==> run_1/gates.png <==
Drawn at 2 px/µm.
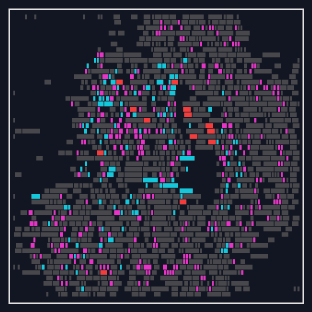
==> run_1/congestion_map.png <==
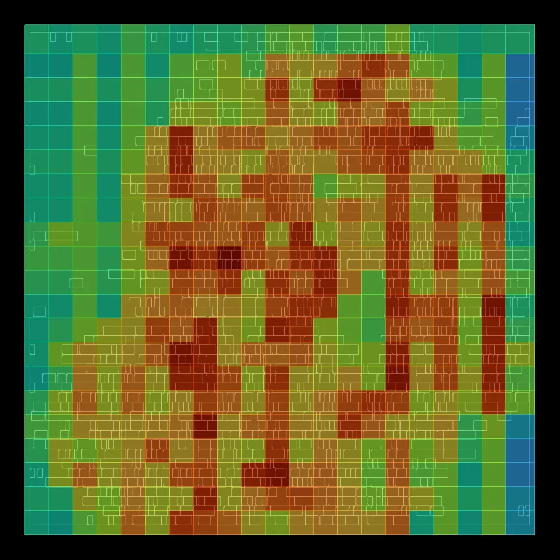
==> run_1/closeup.png <==
Window x 61 to 86, y 31 to 56 µm. Cells in gray, sequential cells in the stronger gray; small squares are vias.
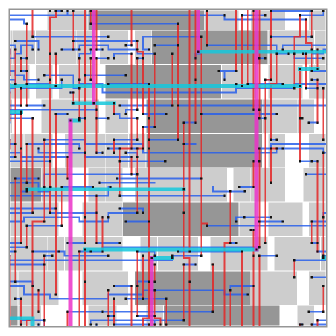
===== src/rtl/axi4_frame_writer.sv =====
// AXI4 write master: drains a FWFT pixel FIFO into an N-buffer DDR frame ring
// using INCR bursts, with a short final burst per frame and sof resynchronisation.
module axi4_frame_writer #(
    parameter int AXI_ADDR_WIDTH = 32,
    parameter int AXI_DATA_WIDTH = 64,
    parameter int BURST_LEN      = 16,
    parameter int NUM_FRAMES     = 3,
    parameter int FRAME_BYTES    = 614400,
    parameter int FIFO_CNT_WIDTH = 11
) (
    input  logic                          clk_100Mhz,
    input  logic                          rst_n,
    input  logic                          enable,
    input  logic                          sof,
    input  logic [AXI_ADDR_WIDTH-1:0]     FRAME_BASE_ADDR,
    input  logic [AXI_ADDR_WIDTH-1:0]     FRAME_STRIDE,
    input  logic [AXI_DATA_WIDTH-1:0]     fifo_dout,
    input  logic [FIFO_CNT_WIDTH-1:0]     fifo_count,
    output logic                          fifo_rd_en,
    output logic [AXI_ADDR_WIDTH-1:0]     AWADDR,
    output logic                          AWVALID,
    input  logic                          AWREADY,
    output logic [7:0]                    AWLEN,
    output logic [2:0]                    AWSIZE,
    output logic [1:0]                    AWBURST,
    output logic [3:0]                    AWCACHE,
    output logic [2:0]                    AWPROT,
    output logic [AXI_DATA_WIDTH-1:0]     WDATA,
    output logic                          WVALID,
    input  logic                          WREADY,
    output logic                          WLAST,
    output logic [AXI_DATA_WIDTH/8-1:0]   WSTRB,
    input  logic                          BVALID,
    output logic                          BREADY,
    input  logic [1:0]                    BRESP,
    output logic                          frame_wr_done,
    output logic [1:0]                    frame_idx,
    output logic [1:0]                    wr_frame_idx,
    output logic                          bresp_err,
    output logic [1:0]                    state,
    output logic [AXI_ADDR_WIDTH-1:0]     ADDR_OFFSET
);

    localparam int BPB       = AXI_DATA_WIDTH / 8;
    localparam int SIZE_LOG2 = $clog2(BPB);
    localparam logic [AXI_ADDR_WIDTH-1:0] FRAME_BYTES_A = AXI_ADDR_WIDTH'(FRAME_BYTES);
    localparam logic [AXI_ADDR_WIDTH-1:0] BURST_LEN_A   = AXI_ADDR_WIDTH'(BURST_LEN);
    localparam logic [1:0]                LAST_FRAME    = 2'(NUM_FRAMES - 1);

    typedef enum logic [1:0] {
        S_IDLE = 2'd0,
        S_ADDR = 2'd1,
        S_DATA = 2'd2,
        S_RESP = 2'd3
    } state_e;

    state_e                    state_q, state_d;
    logic [AXI_ADDR_WIDTH-1:0] offset_q, offset_d;
    logic [AXI_ADDR_WIDTH-1:0] awaddr_q, awaddr_d;
    logic [7:0]                awlen_q, awlen_d;
    logic [7:0]                beat_q, beat_d;
    logic [1:0]                wr_idx_q, wr_idx_d;
    logic [1:0]                frame_idx_q, frame_idx_d;
    logic                      done_q, done_d;
    logic                      err_q, err_d;
    logic                      sof_pend_q, sof_pend_d;
    logic                      awvalid_q, awvalid_d;
    logic                      wvalid_q, wvalid_d;
    logic                      wlast_q, wlast_d;
    logic                      bready_q, bready_d;

    logic [AXI_ADDR_WIDTH-1:0] rem_beats;
    logic [AXI_ADDR_WIDTH-1:0] beats;
    logic [AXI_ADDR_WIDTH-1:0] burst_bytes;
    logic [AXI_ADDR_WIDTH-1:0] next_off;
    logic [AXI_ADDR_WIDTH-1:0] frame_base;
    logic                      fifo_ok;
    logic                      w_hs;

    // The last burst of a frame shrinks to whatever is left of it.
    assign rem_beats   = (FRAME_BYTES_A - offset_q) >> SIZE_LOG2;
    assign beats       = (rem_beats < BURST_LEN_A) ? rem_beats : BURST_LEN_A;
    assign fifo_ok     = AXI_ADDR_WIDTH'(fifo_count) >= beats;
    assign burst_bytes = (AXI_ADDR_WIDTH'(awlen_q) + AXI_ADDR_WIDTH'(1)) << SIZE_LOG2;
    assign next_off    = offset_q + burst_bytes;
    assign frame_base  = FRAME_BASE_ADDR + AXI_ADDR_WIDTH'(wr_idx_q) * FRAME_STRIDE;
    assign w_hs        = wvalid_q & WREADY;

    always_comb begin
        // NOTE: every next-state signal gets its hold value first so no path infers a latch.
        state_d     = state_q;
        offset_d    = offset_q;
        awaddr_d    = awaddr_q;
        awlen_d     = awlen_q;
        beat_d      = beat_q;
        wr_idx_d    = wr_idx_q;
        frame_idx_d = frame_idx_q;
        done_d      = 1'b0;
        err_d       = err_q;
        sof_pend_d  = sof_pend_q | (sof & (state_q != S_IDLE));
        awvalid_d   = awvalid_q;
        wvalid_d    = wvalid_q;
        wlast_d     = wlast_q;
        bready_d    = bready_q;

        case (state_q)
            S_IDLE: begin
                if (sof) begin
                    offset_d   = '0;
                    sof_pend_d = 1'b0;
                end else if (enable && fifo_ok && !sof_pend_q) begin
                    awlen_d   = 8'(beats - AXI_ADDR_WIDTH'(1));
                    awaddr_d  = frame_base + offset_q;
                    awvalid_d = 1'b1;
                    state_d   = S_ADDR;
                end
            end
            S_ADDR: begin
                if (AWREADY) begin
                    awvalid_d = 1'b0;
                    wvalid_d  = 1'b1;
                    wlast_d   = (awlen_q == 8'd0);
                    beat_d    = 8'd0;
                    state_d   = S_DATA;
                end
            end
            S_DATA: begin
                if (w_hs) begin
                    if (wlast_q) begin
                        wvalid_d = 1'b0;
                        wlast_d  = 1'b0;
                        bready_d = 1'b1;
                        state_d  = S_RESP;
                    end else begin
                        beat_d  = beat_q + 8'd1;
                        wlast_d = (beat_q + 8'd1 == awlen_q);
                    end
                end
            end
            S_RESP: begin
                if (BVALID) begin
                    bready_d   = 1'b0;
                    sof_pend_d = 1'b0;
                    state_d    = S_IDLE;
                    if (BRESP inside {2'b10, 2'b11}) begin
                        err_d = 1'b1;
                    end
                    // Frame completion takes priority over a pending resync.
                    if (next_off == FRAME_BYTES_A) begin
                        offset_d    = '0;
                        frame_idx_d = wr_idx_q;
                        wr_idx_d    = (wr_idx_q == LAST_FRAME) ? 2'd0 : wr_idx_q + 2'd1;
                        done_d      = 1'b1;
                    end else if (sof_pend_q || sof) begin
                        offset_d = '0;
                    end else begin
                        offset_d = next_off;
                    end
                end
            end
            default: state_d = S_IDLE;
        endcase
    end

    always_ff @(posedge clk_100Mhz or negedge rst_n) begin
        if (!rst_n) begin
            state_q     <= S_IDLE;
            offset_q    <= '0;
            awaddr_q    <= '0;
            awlen_q     <= '0;
            beat_q      <= '0;
            wr_idx_q    <= '0;
            frame_idx_q <= '0;
            done_q      <= 1'b0;
            err_q       <= 1'b0;
            sof_pend_q  <= 1'b0;
            awvalid_q   <= 1'b0;
            wvalid_q    <= 1'b0;
            wlast_q     <= 1'b0;
            bready_q    <= 1'b0;
        end else begin
            // NOTE: non-blocking so every register samples the pre-edge values.
            state_q     <= state_d;
            offset_q    <= offset_d;
            awaddr_q    <= awaddr_d;
            awlen_q     <= awlen_d;
            beat_q      <= beat_d;
            wr_idx_q    <= wr_idx_d;
            frame_idx_q <= frame_idx_d;
            done_q      <= done_d;
            err_q       <= err_d;
            sof_pend_q  <= sof_pend_d;
            awvalid_q   <= awvalid_d;
            wvalid_q    <= wvalid_d;
            wlast_q     <= wlast_d;
            bready_q    <= bready_d;
        end
    end

    assign AWADDR        = awaddr_q;
    assign AWVALID       = awvalid_q;
    assign AWLEN         = awlen_q;
    assign AWSIZE        = 3'(SIZE_LOG2);
    assign AWBURST       = 2'b01;
    assign AWCACHE       = 4'b0011;
    assign AWPROT        = 3'b000;
    assign WDATA         = fifo_dout;
    assign WVALID        = wvalid_q;
    assign WLAST         = wlast_q;
    assign WSTRB         = '1;
    assign BREADY        = bready_q;
    assign fifo_rd_en    = w_hs;
    assign frame_wr_done = done_q;
    assign frame_idx     = frame_idx_q;
    assign wr_frame_idx  = wr_idx_q;
    assign bresp_err     = err_q;
    assign state         = state_q;
    assign ADDR_OFFSET   = offset_q;

endmodule


===== config.mk =====
export PLATFORM = sky130hd
export DESIGN_NAME = axi4_frame_writer
export DESIGN_NICKNAME = d
export VERILOG_FILES = /design/src/rtl/axi4_frame_writer.sv
export SDC_FILE = /design/constraint.sdc
export NUM_CORES = 1
export LEC_CHECK = 0
export CAP_MARGIN = 20
export CORE_UTILIZATION = 49
export CTS_CLUSTER_DIAMETER = 150
export DETAILED_ROUTE_END_ITERATION = 6
export PLACE_DENSITY = 0.91
export SYNTH_ARGS = -nofsm -noshare
export SYNTH_HDL_FRONTEND = slang
export SYNTH_SLANG_ARGS = --single-unit

===== constraint.sdc =====
create_clock -name clk_100Mhz -period 5.2 [get_ports clk_100Mhz]
set_input_delay 0.52 -clock clk_100Mhz [delete_from_list [all_inputs] [get_ports clk_100Mhz]]
set_output_delay 0.52 -clock clk_100Mhz [all_outputs]
set_load 0.005 [all_outputs]

==> impl_report.txt, run 1 <==
==== FLOW RESULTS ====
----------------------------------------------------
[Timing]
  Unrepaired setup endpoints after global routing ........................ false
  Final number of setup-violating endpoints ........................ 0
  Clock Skews ........................ 0.005842 ns
  Setup TNS ........................ 0 ns
  Hold Fails Final Rpt ........................ 0
  Period utilisation layout ........................ between 90 and 100%
  Maximum clock frequency ........................ between 200 and 250 MHz
  Final-report max-slew violation count ........................ 0
  Tmin final ........................ 4.729 ns
  Worst hold margin ........................ 0.09447 ns
  Slew Limit Headroom ........................ 42.57%
  Actual slew at the worst max-slew pin ........................ ~0.85 ns

[Logic synthesis]
  XORs/XNORs by Area ........................ 5.328%
  Synthesized-area fraction occupied by and/or/nand/nor cells ........................ 20.93%
  Synthesized instance count ........................ about 1300
  Share of the synthesized area in the top cell type ........................ 22.10%
  Most used flip-flop cell ........................ sky130_fd_sc_hd__dfrtp_1
  Count of warnings emitted by yosys ........................ 0
  Number of enable flip-flop cells ........................ 0
  Cell taking the most area after synthesis ........................ sky130_fd_sc_hd__dfrtp_1
  Complex Gates by Area ........................ 17.57%
  Ranking of synthesized cells by instance count ........................ 199 x sky130_fd_sc_hd__nand2_1, 123 x sky130_fd_sc_hd__inv_1, 94 x sky130_fd_sc_hd__o21ai_0
  Total cell area reported by yosys after synthesis ........................ 0.01019 mm²
  Total standard cell area after synthesis ........................ between 0.01 and 0.015 mm²
  Post-Synth Adder-Cell Area ........................ 19.52%
  Number of cells in the yosys synthesis report ........................ approximately 1300
  Cell with the most instances after synthesis ........................ sky130_fd_sc_hd__nand2_1
  Prevailing logic family in the synthesized netlist ........................ simple AND/OR/NAND/NOR gates
  MUX area fraction ........................ 1.350%
  Synthesized area divided by synthesized cell count ........................ around 8 µm²
  #FFs+latches synth ........................ around 90
  Biggest area contributors in the synthesized netlist ........................ sky130_fd_sc_hd__dfrtp_1 22%, sky130_fd_sc_hd__fa_1 12%, sky130_fd_sc_hd__ha_1 7.7%, sky130_fd_sc_hd__nand2_1 7.3%, sky130_fd_sc_hd__buf_4 6.5%
  Number of distinct library cells after synthesis ........................ 70
  Register share after synthesis ........................ 22.10%
  Share of synthesized registers carrying an async set or reset ........................ 100.0%

[Routing]
  Met1 layer wirelength in the final routing ........................ 11.20 mm
  Via density per instance ........................ ~5.8
  Wirelength, routed ........................ 27.57 mm
  Number of violations reported at the end of detailed-routing iteration 0 ........................ 772
  Number of antenna-violating nets in the routed design ........................ 0
  DR top layer ........................ met4
  Sum of met3 wire segment lengths after detailed routing ........................ ~2.1 mm
  Detailed-routing iteration count for the pre-antenna-repair pass ........................ 5
  Total vias in the final route ........................ 9578
  Routed met2 length ........................ roughly 14 mm
  Drt drc ........................ 0

[Power]
  Leakage power figure ........................ 5.644 nW
  Part of the power in the clock network ........................ 44.1%
  Switching part of the total ........................ a little under a quarter
  Areal power density over the cells ........................ 132.7 mW/mm²
  Sequential cell fraction of total power ........................ 43.5%
  Overall power consumption ........................ approximately 1.6 mW
  Gate power share ........................ 12.4%
  Sequential group power ........................ 0.701 mW
  Reported combinational group power ........................ 0.200 mW
  Cell internal power dissipation ........................ 1.236 mW
  Net switching power ........................ 0.3762 mW
  Biggest consumer ........................ clock
  Worst supply voltage drop on vdd ........................ 0.0001651 V
  Clock group power ........................ 0.712 mW

[Die]
  Die outline width ........................ around 150 µm
  Area of the placeable core ........................ 0.02030 mm²
  IO Pins ........................ between 300 and 400
  Full die area ........................ 0.02138 mm²
  Initial core utilization ........................ 50.21%
  Standard-cell rows ........................ 52
  Chip Height ........................ 146.2 µm

[Global route]
  GRT Residual Overflow ........................ 0
  Initial antenna violation count ........................ 0
  Global-route usage over all layers ........................ 25.47%
  Maximum number of pins on one net before global-route repair ........................ between 60 and 70
  Vias in the first global route ........................ 9123
  First-pass GRT wire length ........................ 44.23 mm
  Met2 track demand over resource in global routing ........................ 44.36%

[Setup path]
  Kind of critical path ........................ flop to flop
  Data required, critical path ........................ 5.43 ns
  R2R Path End ........................ AWVALID
  Highest fanout seen on the critical path ........................ 8
  Worst setup path startpoint ........................ ADDR_OFFSET[4]
  Cells along the critical path ........................ inv_1 -> ha_1 -> nor3b_4 -> mux2i_1 -> a32o_1 -> o2111ai_1 -> or4_1 -> nor4_4 -> and4_4 -> and2_1 -> ha_1 -> nand2b_1 -> a21oi_1 -> o21ai_1 -> a41oi_2 -> a2111oi_2 -> buf_4 -> o21ai_4 -> inv_1 -> buf_4 -> o21ai_0 -> nand2_1
  Count of buffering cells on the critical path with inverters included ........................ 4
  Path length in cells of the critical path ........................ 22
  Critical Path Sink Type ........................ flop
  R2R Setup Slk ........................ 0.47 ns
  Last element of the critical path ........................ AWVALID
  Data arrival time of the critical path ........................ roughly 5 ns
  Kind of launch point of the worst setup path ........................ flop
  Worst r2r path cells ........................ 22
  Slowest stage delay, CP ........................ between 0.5 and 0.6 ns
  CP delay by family, top ........................ simple AND/OR/NAND/NOR gates
  Critical-path cell with the highest stage delay ........................ sky130_fd_sc_hd__or4_1

[Clock network]
  TritonCTS clock tree ........................ done
  Worst-case clock buffer depth ........................ 2
  Insertion Delay late pin ........................ 0.35 ns
  Clock sink count ........................ roughly 90
  Hold-fix buffer count after cts ........................ 0
  Number of buffers inserted by post-CTS setup repair ........................ 0
  H-Tree Level Count ........................ 3
  Clock slew at reported path FFs ........................ 0.06 ns
  Post-CTS Resized ........................ 0
  Cts bufs inserted ........................ 9

[Finish]
  Most frequent logic cells in the routed design ........................ 199 x sky130_fd_sc_hd__nand2_1, 163 x sky130_fd_sc_hd__clkdlybuf4s50_1, 123 x sky130_fd_sc_hd__inv_1
  Area Growth Syn to Fin ........................ 19.25%
  Proportion of layout cells with a drive suffix above 1 ........................ 6.533%
  Antenna fix cells ........................ 0
  Final Net Count ........................ 1659
  Max FFs per register ........................ 32

[Place]
  HPWL reported at the end of detailed placement ........................ 21.65 mm
  Total of buffers placed on input and output ports ........................ 164
  Final estimated routing congestion in global placement ........................ between 0.8 and 0.9
  Number of placed instances with taps included ........................ 1646

[Job]
  Number of maximum-capacitance violations ........................ 0
  Total tool warning count ........................ 32

[Outcome]
  Status ........................ complete, no violations

[Hold path]
  Worst Hold Class ........................ input port to async pin

----------------------------------------------------
## Picture notes: gates.png
nand cells: in magenta, cells 271, where spread over the die. nor cells: in cyan, cells 114. mux cells: in red, cells 13.
most numerous logic cell after layout: sky130_fd_sc_hd__nand2_1
final cell count without fillers: 1663
logic gate fraction of the total cell area: 55.67%

## Picture notes: congestion_map.png
global-route met3 utilization: 4.750%
global routing met1 resource utilization: 31.49%
global route hottest layer: met2
WL per Instance: 16.58 µm

## Picture notes: closeup.png
M4: in magenta. M1: in blue. M2: in red. M3: in cyan.
Sequential cells in the window: 8. Netlist names of flops here include ADDR_OFFSET (6), AWLEN (2). Most frequent: dfrtp_1 (8), inv_1 (7), buf_4 (7). 58 logic cells have their middle in the window.

-- run 1: area by class of cell --
cell class,count,area [µm²]
fillers,1672,8145
well taps,270,337.8
multi-input cells,951,6766
clock inverters,2,60.06
clock buffers,14,254.0
flip-flops and latches,90,2255
repair buffers,213,2019
inverters,123,461.7
-- run 1: per-stage QoR --
stage / area, µm² / setup slack [ns] / util, %
2_1_floorplan: 10300 / 0.3172 / -
3_3_place_gp: 11790 / 0.3465 / 58.07
3_5_place_dp: 11790 / 0.2036 / 58.07
4_1_cts: 12100 / 0.1824 / 59.62
5_1_grt: 12150 / 0.05406 / 59.87
6_report: 12150 / 0.4712 / 59.87
==> run_1/pinout.png <==
Drawn at 3 px/µm. Pins as bars across the die edge, other pins in gray.
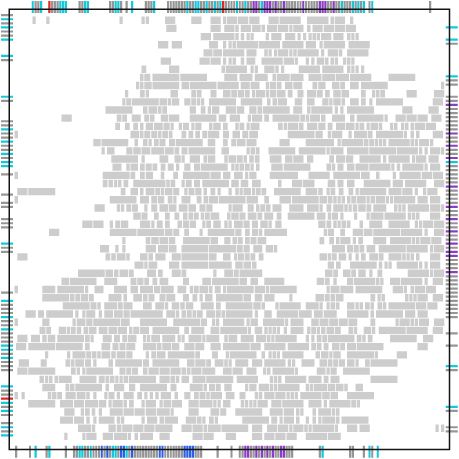

--- run 2 (diff from run 1) ---
--- a/config.mk
+++ b/config.mk
@@ -6,9 +6,11 @@
 export NUM_CORES = 1
 export LEC_CHECK = 0
 export CAP_MARGIN = 20
+export CORE_MARGIN = 10
 export CORE_UTILIZATION = 49
 export CTS_CLUSTER_DIAMETER = 150
 export DETAILED_ROUTE_END_ITERATION = 6
+export GPL_ROUTABILITY_DRIVEN = 0
 export PLACE_DENSITY = 0.91
 export SYNTH_ARGS = -nofsm -noshare
 export SYNTH_HDL_FRONTEND = slang
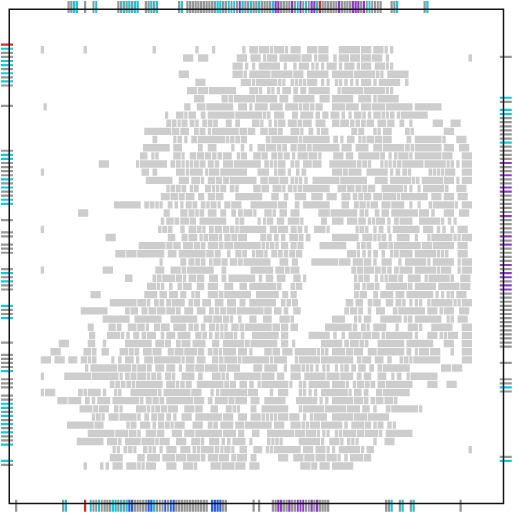
(run_2/pinout.png)
Drawn at 3 px/µm. Pins as bars across the die edge, other pins in gray.
WDATA: in cyan, pins 64, direction output, edge 24 top, 23 left, 11 bottom, 6 right. FRAME_STRIDE: in purple, pins 32, direction input, edge 12 right, 12 top, 8 bottom. AWPROT: in red, pins 3, direction output, edge 1 left, 1 top, 1 bottom. fifo_count: in blue, pins 11, direction input, edge bottom.
All pins by edge: 98 top, 84 bottom, 69 right, 66 left.
total of buffers placed on input and output ports: 164
Chip Height: 164.2 µm
die outline width: 164.2 µm

==> impl_report.txt, run 2 <==
==== FLOW RESULTS ====
----------------------------------------------------
[Finish]
  Most numerous logic cell after layout ........................ sky130_fd_sc_hd__nand2_1
  Design Area, Final ........................ ~0.012 mm²
  Largest cell class by area ........................ multi-input combinational cells
  Logic gate fraction of the total cell area ........................ 55.70%
  Clock network area share ........................ 2.431%
  Max FFs per register ........................ 32
  Final Net Count ........................ 1658
  Number of non-clock buffers ........................ between 200 and 250
  Antenna fix cells ........................ 0
  Flop share of the area ........................ between 10% and 20%
  Final cell count without fillers ........................ 1662
  Multi-input comb cells ........................ 951
  Flip-flop and latch count ........................ approximately 90

[Logic synthesis]
  Biggest area contributors in the synthesized netlist ........................ sky130_fd_sc_hd__dfrtp_1 22%, sky130_fd_sc_hd__fa_1 12%, sky130_fd_sc_hd__ha_1 7.7%, sky130_fd_sc_hd__nand2_1 7.3%, sky130_fd_sc_hd__buf_4 6.5%
  Total cell area reported by yosys after synthesis ........................ a little over 0.01 mm²
  Synthesized area divided by synthesized cell count ........................ 7.963 µm²
  Ranking of synthesized cells by instance count ........................ 199 x sky130_fd_sc_hd__nand2_1, 123 x sky130_fd_sc_hd__inv_1, 94 x sky130_fd_sc_hd__o21ai_0
  Number of cells in the yosys synthesis report ........................ 1280
  MUX area fraction ........................ 1.350%
  Number of enable flip-flop cells ........................ 0
  Cell taking the most area after synthesis ........................ sky130_fd_sc_hd__dfrtp_1
  Synthesized instance count ........................ 1280
  Post-Synth Adder-Cell Area ........................ 19.52%
  Number of distinct library cells after synthesis ........................ about 70
  Cell with the most instances after synthesis ........................ sky130_fd_sc_hd__nand2_1

[Global route]
  First-pass GRT wire length ........................ 47.86 mm
  Met2 track demand over resource in global routing ........................ between 30% and 40%
  Maximum number of pins on one net before global-route repair ........................ 67
  Global-route met3 utilization ........................ approximately 3.8%

[Power]
  Switching part of the total ........................ 25.51%
  Overall power consumption ........................ 1.577 mW
  Areal power density over the cells ........................ 130.4 mW/mm²
  Part of the power in the clock network ........................ a little over two fifths
  Gate power share ........................ 12.6%
  Leakage power figure ........................ 5.630 nW
  Sequential group power ........................ approximately 0.7 mW

[Setup path]
  CP delay by family, top ........................ simple AND/OR/NAND/NOR gates
  Critical Path Sink Type ........................ flop
  Path length in cells of the critical path ........................ 22
  Kind of launch point of the worst setup path ........................ flop
  Count of buffering cells on the critical path with inverters included ........................ 4
  Last element of the critical path ........................ AWADDR[19]
  Critical-path cell with the highest stage delay ........................ sky130_fd_sc_hd__or4_1
  R2R Path End ........................ AWADDR[19]

[Job]
  Number of maximum-capacitance violations ........................ 0

[Timing]
  Setup TNS ........................ 0 ns
  Period utilisation layout ........................ 94.03%
  Final-report max-slew violation count ........................ 0
  Final number of setup-violating endpoints ........................ 0
  Maximum clock frequency ........................ 204.5 MHz
  Unrepaired setup endpoints after global routing ........................ false
  Clock Skews ........................ between 0.01 and 0.015 ns
  Slew Limit Headroom ........................ ~44%

[Clock network]
  Clock sink count ........................ 90
  Hold-fix buffer count after cts ........................ 0
  TritonCTS clock tree ........................ done
  Post-CTS Resized ........................ 0
  Clock slew at reported path FFs ........................ 0.07 ns
  Number of buffers inserted by post-CTS setup repair ........................ 0

[Routing]
  Number of antenna-violating nets in the routed design ........................ 0
  Total vias in the final route ........................ around 9600
  Via density per instance ........................ 5.782
  Number of violations reported at the end of detailed-routing iteration 0 ........................ 903

[Place]
  Number of placed instances with taps included ........................ 1644

[Outcome]
  Status ........................ complete, no violations

[Die]
  Initial core utilization ........................ between 50% and 60%

[Hold path]
  Worst Hold Class ........................ input port to async pin

----------------------------------------------------
run 2: cell counts after synthesis:
Identical to the previous run, type by type.
run 2: worst min path at each step:
stage / start / to / slack (ns) / cells past startpoint
CTS: rst_n / BREADY / 0.07 / 1
global placement: rst_n / WVALID / 0.45 / 1
global route: rst_n / BREADY / 0.08 / 1
floorplan: rst_n / ADDR_OFFSET[10] / 0.22 / 0
detailed placement: rst_n / BREADY / 0.45 / 1
finish: rst_n / BREADY / 0.06 / 1
run 2: through the flow:
| stage | util, % | setup slack [ns] |
|---|---|---|
| after global routing | 59.39 | 0.02870 |
| final | 59.39 | 0.3106 |
| after floorplan | - | 0.3172 |
| after CTS | 59.25 | 0.1447 |
| after global placement | 57.81 | 0.3127 |
| after detailed placement | 57.81 | 0.1796 |
Power is estimated from default activity; no workload was simulated.
